===== config.mk =====
export PLATFORM = sky130hd
export DESIGN_NAME = full_adder_subtractor
export DESIGN_NICKNAME = d
export VERILOG_FILES = /design/src/rtl/full_adder_subtractor.sv
export SDC_FILE = /design/constraint.sdc
export NUM_CORES = 1
export LEC_CHECK = 0
export CORE_MARGIN = 3
export CORE_UTILIZATION = 25
export CTS_CLUSTER_DIAMETER = 40
export DETAILED_ROUTE_END_ITERATION = 12
export DONT_BUFFER_PORTS = 1
export GPL_TIMING_DRIVEN = 0
export SETUP_SLACK_MARGIN = 0.2
export SLEW_MARGIN = 20
export SYNTH_ARGS = -nofsm -noshare
export SYNTH_HDL_FRONTEND = slang
export SYNTH_SLANG_ARGS = --single-unit

===== constraint.sdc =====
create_clock -name clk -period 1.9 [get_ports clk]
set_input_delay 0.19 -clock clk [delete_from_list [all_inputs] [get_ports clk]]
set_output_delay 0.19 -clock clk [all_outputs]
set_load 0.02 [all_outputs]

===== src/rtl/full_adder_subtractor.sv =====
// ---------------------------------------------------------------------------
// full_adder_subtractor
//   Registered adder/subtractor with a WIDTH-bit result and carry/borrow-out.
//   Built from 1-bit full-adder cells grouped into BLOCK-bit carry-select
//   segments. The datapath is combinational from the pins to the output
//   registers, so the result appears one clock after the operands.
//
// Parameters
//   WIDTH  operand/result width, 24 or 32
//   BLOCK  carry-select segment size in bits, must divide WIDTH
//
// Ports
//   clk        rising-edge clock
//   rst_n      asynchronous active-low reset
//   in_valid   operands valid this cycle
//   sub        0 = add, 1 = subtract
//   in_1       operand A (minuend when subtracting)
//   in_2       operand B (subtrahend when subtracting)
//   c_in       carry-in (add) / borrow-in (subtract)
//   out        registered result
//   c_out      registered carry-out (add) / borrow-out (subtract)
//   ovf        registered signed two's-complement overflow
//   out_valid  result valid
//
// Handshake: in_valid=1 at a rising edge captures the operands; out_valid
// is 1 exactly in the cycle after such an edge. There is no back-pressure;
// an operation is accepted every cycle. With in_valid=0 the result
// registers hold and out_valid drops.
// ---------------------------------------------------------------------------
module full_adder_subtractor #(
  parameter int WIDTH = 32,
  parameter int BLOCK = 8
) (
  input  logic             clk,
  input  logic             rst_n,
  input  logic             in_valid,
  input  logic             sub,
  input  logic [WIDTH-1:0] in_1,
  input  logic [WIDTH-1:0] in_2,
  input  logic             c_in,
  output logic [WIDTH-1:0] out,
  output logic             c_out,
  output logic             ovf,
  output logic             out_valid
);

  localparam int NSEG = WIDTH / BLOCK;

  if ((WIDTH != 24) && (WIDTH != 32)) begin : g_bad_width
    $error("full_adder_subtractor: WIDTH must be 24 or 32");
  end
  if ((WIDTH % BLOCK) != 0) begin : g_bad_block
    $error("full_adder_subtractor: BLOCK must divide WIDTH");
  end

  // 1-bit full-adder cell: returns {carry, sum}.
  function automatic logic [1:0] fa(input logic a, input logic b, input logic ci);
    return {(a & b) | (ci & (a ^ b)), a ^ b ^ ci};
  endfunction

  // Subtraction is a + ~b + ~c_in; the raw carry is the inverted borrow.
  logic [WIDTH-1:0] b_eff;
  logic             cin_eff;
  logic [WIDTH-1:0] sum;
  logic [NSEG:0]    seg_c;

  assign b_eff   = sub ? ~in_2 : in_2;
  assign cin_eff = sub ? ~c_in : c_in;
  assign seg_c[0] = cin_eff;

  for (genvar s = 0; s < NSEG; s++) begin : g_seg
    if (s == 0) begin : g_ripple
      // Lowest segment sees the real carry-in, so no select is needed.
      logic [BLOCK:0]   c;
      logic [BLOCK-1:0] r;
      assign c[0] = seg_c[0];
      for (genvar i = 0; i < BLOCK; i++) begin : g_bit
        assign {c[i+1], r[i]} = fa(in_1[s*BLOCK+i], b_eff[s*BLOCK+i], c[i]);
      end
      assign sum[s*BLOCK +: BLOCK] = r;
      assign seg_c[s+1]            = c[BLOCK];
    end else begin : g_select
      // Both carry hypotheses ripple in parallel; the incoming segment
      // carry picks one once it arrives.
      logic [BLOCK:0]   c0, c1;
      logic [BLOCK-1:0] r0, r1;
      assign c0[0] = 1'b0;
      assign c1[0] = 1'b1;
      for (genvar i = 0; i < BLOCK; i++) begin : g_bit
        assign {c0[i+1], r0[i]} = fa(in_1[s*BLOCK+i], b_eff[s*BLOCK+i], c0[i]);
        assign {c1[i+1], r1[i]} = fa(in_1[s*BLOCK+i], b_eff[s*BLOCK+i], c1[i]);
      end
      assign sum[s*BLOCK +: BLOCK] = seg_c[s] ? r1 : r0;
      assign seg_c[s+1]            = seg_c[s] ? c1[BLOCK] : c0[BLOCK];
    end
  end

  logic carry_res;
  logic ovf_res;

  assign carry_res = sub ? ~seg_c[NSEG] : seg_c[NSEG];
  // Overflow: effective operands share a sign and the result sign differs.
  assign ovf_res   = (in_1[WIDTH-1] == b_eff[WIDTH-1]) &&
                     (sum[WIDTH-1] != in_1[WIDTH-1]);

  // Result registers only load on accepted operands, so anything on the
  // operand pins while in_valid=0 never reaches the outputs.
  always_ff @(posedge clk or negedge rst_n) begin
    if (!rst_n) begin
      out       <= '0;
      c_out     <= 1'b0;
      ovf       <= 1'b0;
      out_valid <= 1'b0;
    end else begin
      out_valid <= in_valid;
      if (in_valid) begin
        out   <= sum;
        c_out <= carry_res;
        ovf   <= ovf_res;
      end
    end
  end

endmodule


==> reports/metrics.yaml <==
peak_usage_layer_in_the_global_routing_report: "met2"
clock_tree.buffer_depth: 2
yosysUniqueCellTypes: 15
fmax_mhz: 87.1
violations_in_the_final_reports: "negative setup slack"
ant_nets: 0
power_frac_seq_pct: 48.6
clkSinkCount: 35
comb_cell_power_mw: 0.849
worst_setup_path_start_kind: "primary input"
p_leak_nw: 1.49
post_synth_and_or_nand_nor_area_fraction_pct: 0.717
fin_crit_sh_pct: 604
power.share.switching_pct: 39.1
cts.repair.resized: 8
area_growth_pct: 20.7
area_dominant_class: "multi-input combinational cells"
comb-cell-share_pct: 47.9
cells_in_synth_stat_txt: 223
cpMaxStageDelayCell: "sky130_fd_sc_hd__fa_1"
timing.max_slew.rel_slack_pct: 81.1
grtUsageMet1_pct: 13.1
die_y_um: 108
synthesis.area_per_instance_sq_um: 11.7
mux_area_share_pct: 12.8
worst_slack_ps: -9580
syn-num-nets: 328
dp_slack_ps: -10160
dr.pass1.iters: 4
p_per_area_mw_per_mm2: 970
outcome: "complete, but fails checks"
crit_path_end_kind: "flop"
chip_area_sq_mm: 0.0117
netlist_area_sq_mm: 0.00262
cp.arrival_ps: 11660
topRoutingLayerUsed: "met4"
io_pins: 104
post_synth_ao_oa_area_fraction_pct: 1.24
crit_top_cell: "sky130_fd_sc_hd__fa_2"
register_cell_area_after_layout_sq_um: 876
fillerInstances: 991
replace_congestion: 0.669
dp.final_hpwl_mm: 4.68
met2_wirelength_mm: 2.98
final_nets: 347
floorplan.core_util_pct: 26.3
nWellTaps: 133
grt-ovfl-total: 0
antenna_cells: 0
cts_hold_buffers: 3
report.final.setup_viol: 31
postPlaceCellArea_sq_mm: 0.00289
cts-htree-levels: 2
[through the flow]
stage | std cells | power (mW)
CTS | 373 | 3.12
global placement | 356 | 2.25
detailed placement | 356 | 2.31
global route | 376 | 3.31
finish | 376 | 3.06
floorplan | 223 | 2.08
[critical path: cells and delay by family]
kind,cells,cell delay (ps)
xor+xnor,1,130
fa+ha+maj,29,10220
buf+inv,5,440
mux,4,620
[cells in the mapped netlist]
library cell | number | area, sq um
sky130_fd_sc_hd__a21oi_2 | 3 | 26.3
sky130_fd_sc_hd__o22ai_1 | 1 | 6.26
sky130_fd_sc_hd__ha_1 | 7 | 87.6
sky130_fd_sc_hd__mux2i_1 | 29 | 290
sky130_fd_sc_hd__inv_1 | 65 | 244
sky130_fd_sc_hd__nor2_1 | 3 | 11.3
sky130_fd_sc_hd__fa_1 | 29 | 581
sky130_fd_sc_hd__mux2_2 | 4 | 45.0
sky130_fd_sc_hd__dfrtp_1 | 35 | 876
sky130_fd_sc_hd__xnor2_1 | 32 | 280
sky130_fd_sc_hd__xor2_1 | 6 | 52.6
sky130_fd_sc_hd__or2b_1 | 1 | 7.51
sky130_fd_sc_hd__buf_12 | 1 | 20.0
sky130_fd_sc_hd__buf_6 | 4 | 45.0
sky130_fd_sc_hd__buf_8 | 3 | 45.0
[path summary, 6_finish.rpt]
kind                                     start             endpoint  slack, ps  depth (start not counted)
max                                        sub  out[31]$_DFFE_PN0P_      -9580                         39
min                                   in_1[31]      ovf$_DFFE_PN0P_        110                          2
max reg2reg                out[15]$_DFFE_PN0P_  out[15]$_DFFE_PN0P_       1020                          1
min reg2reg                out[28]$_DFFE_PN0P_  out[28]$_DFFE_PN0P_        630                          2
max in group asynchronous                rst_n   out[7]$_DFFE_PN0P_       1330                          2
min in group asynchronous                rst_n  out[21]$_DFFE_PN0P_        380                          2
### The metal 1 layer

The bar under the picture is 20 um long. Supply wires on this layer in gray.
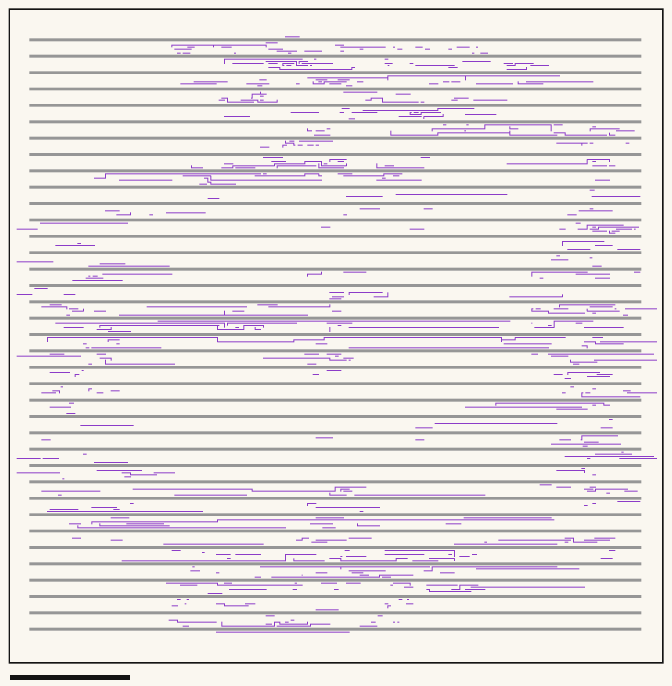
longest straight run: 58.4 um
main direction: horizontal
share of all routed wire: 40%
nets with wire on the layer: 304

### The metal 2 layer

Cells faint in the background.
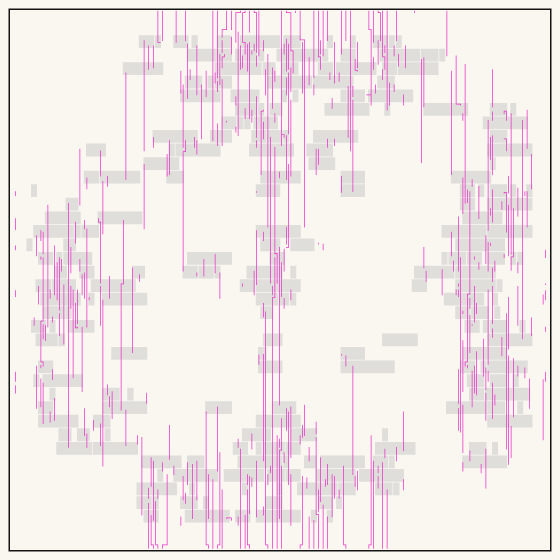
longest straight run: 50.3 um
wire length on this layer: 2980 um
nets with wire on the layer: 302

### Met3 routing

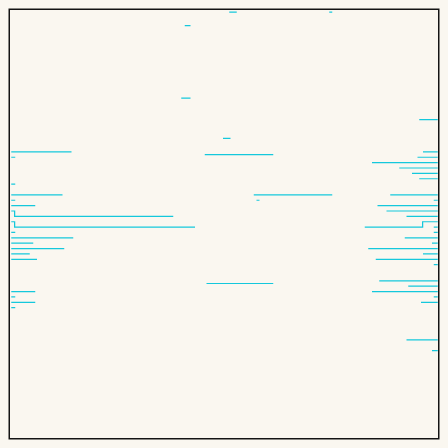
wire length on this layer: 458 um
longest straight run: 45.5 um
nets with wire on the layer: 50
main direction: horizontal

Power figures rest on the tool's default switching activity, not on a simulated workload.
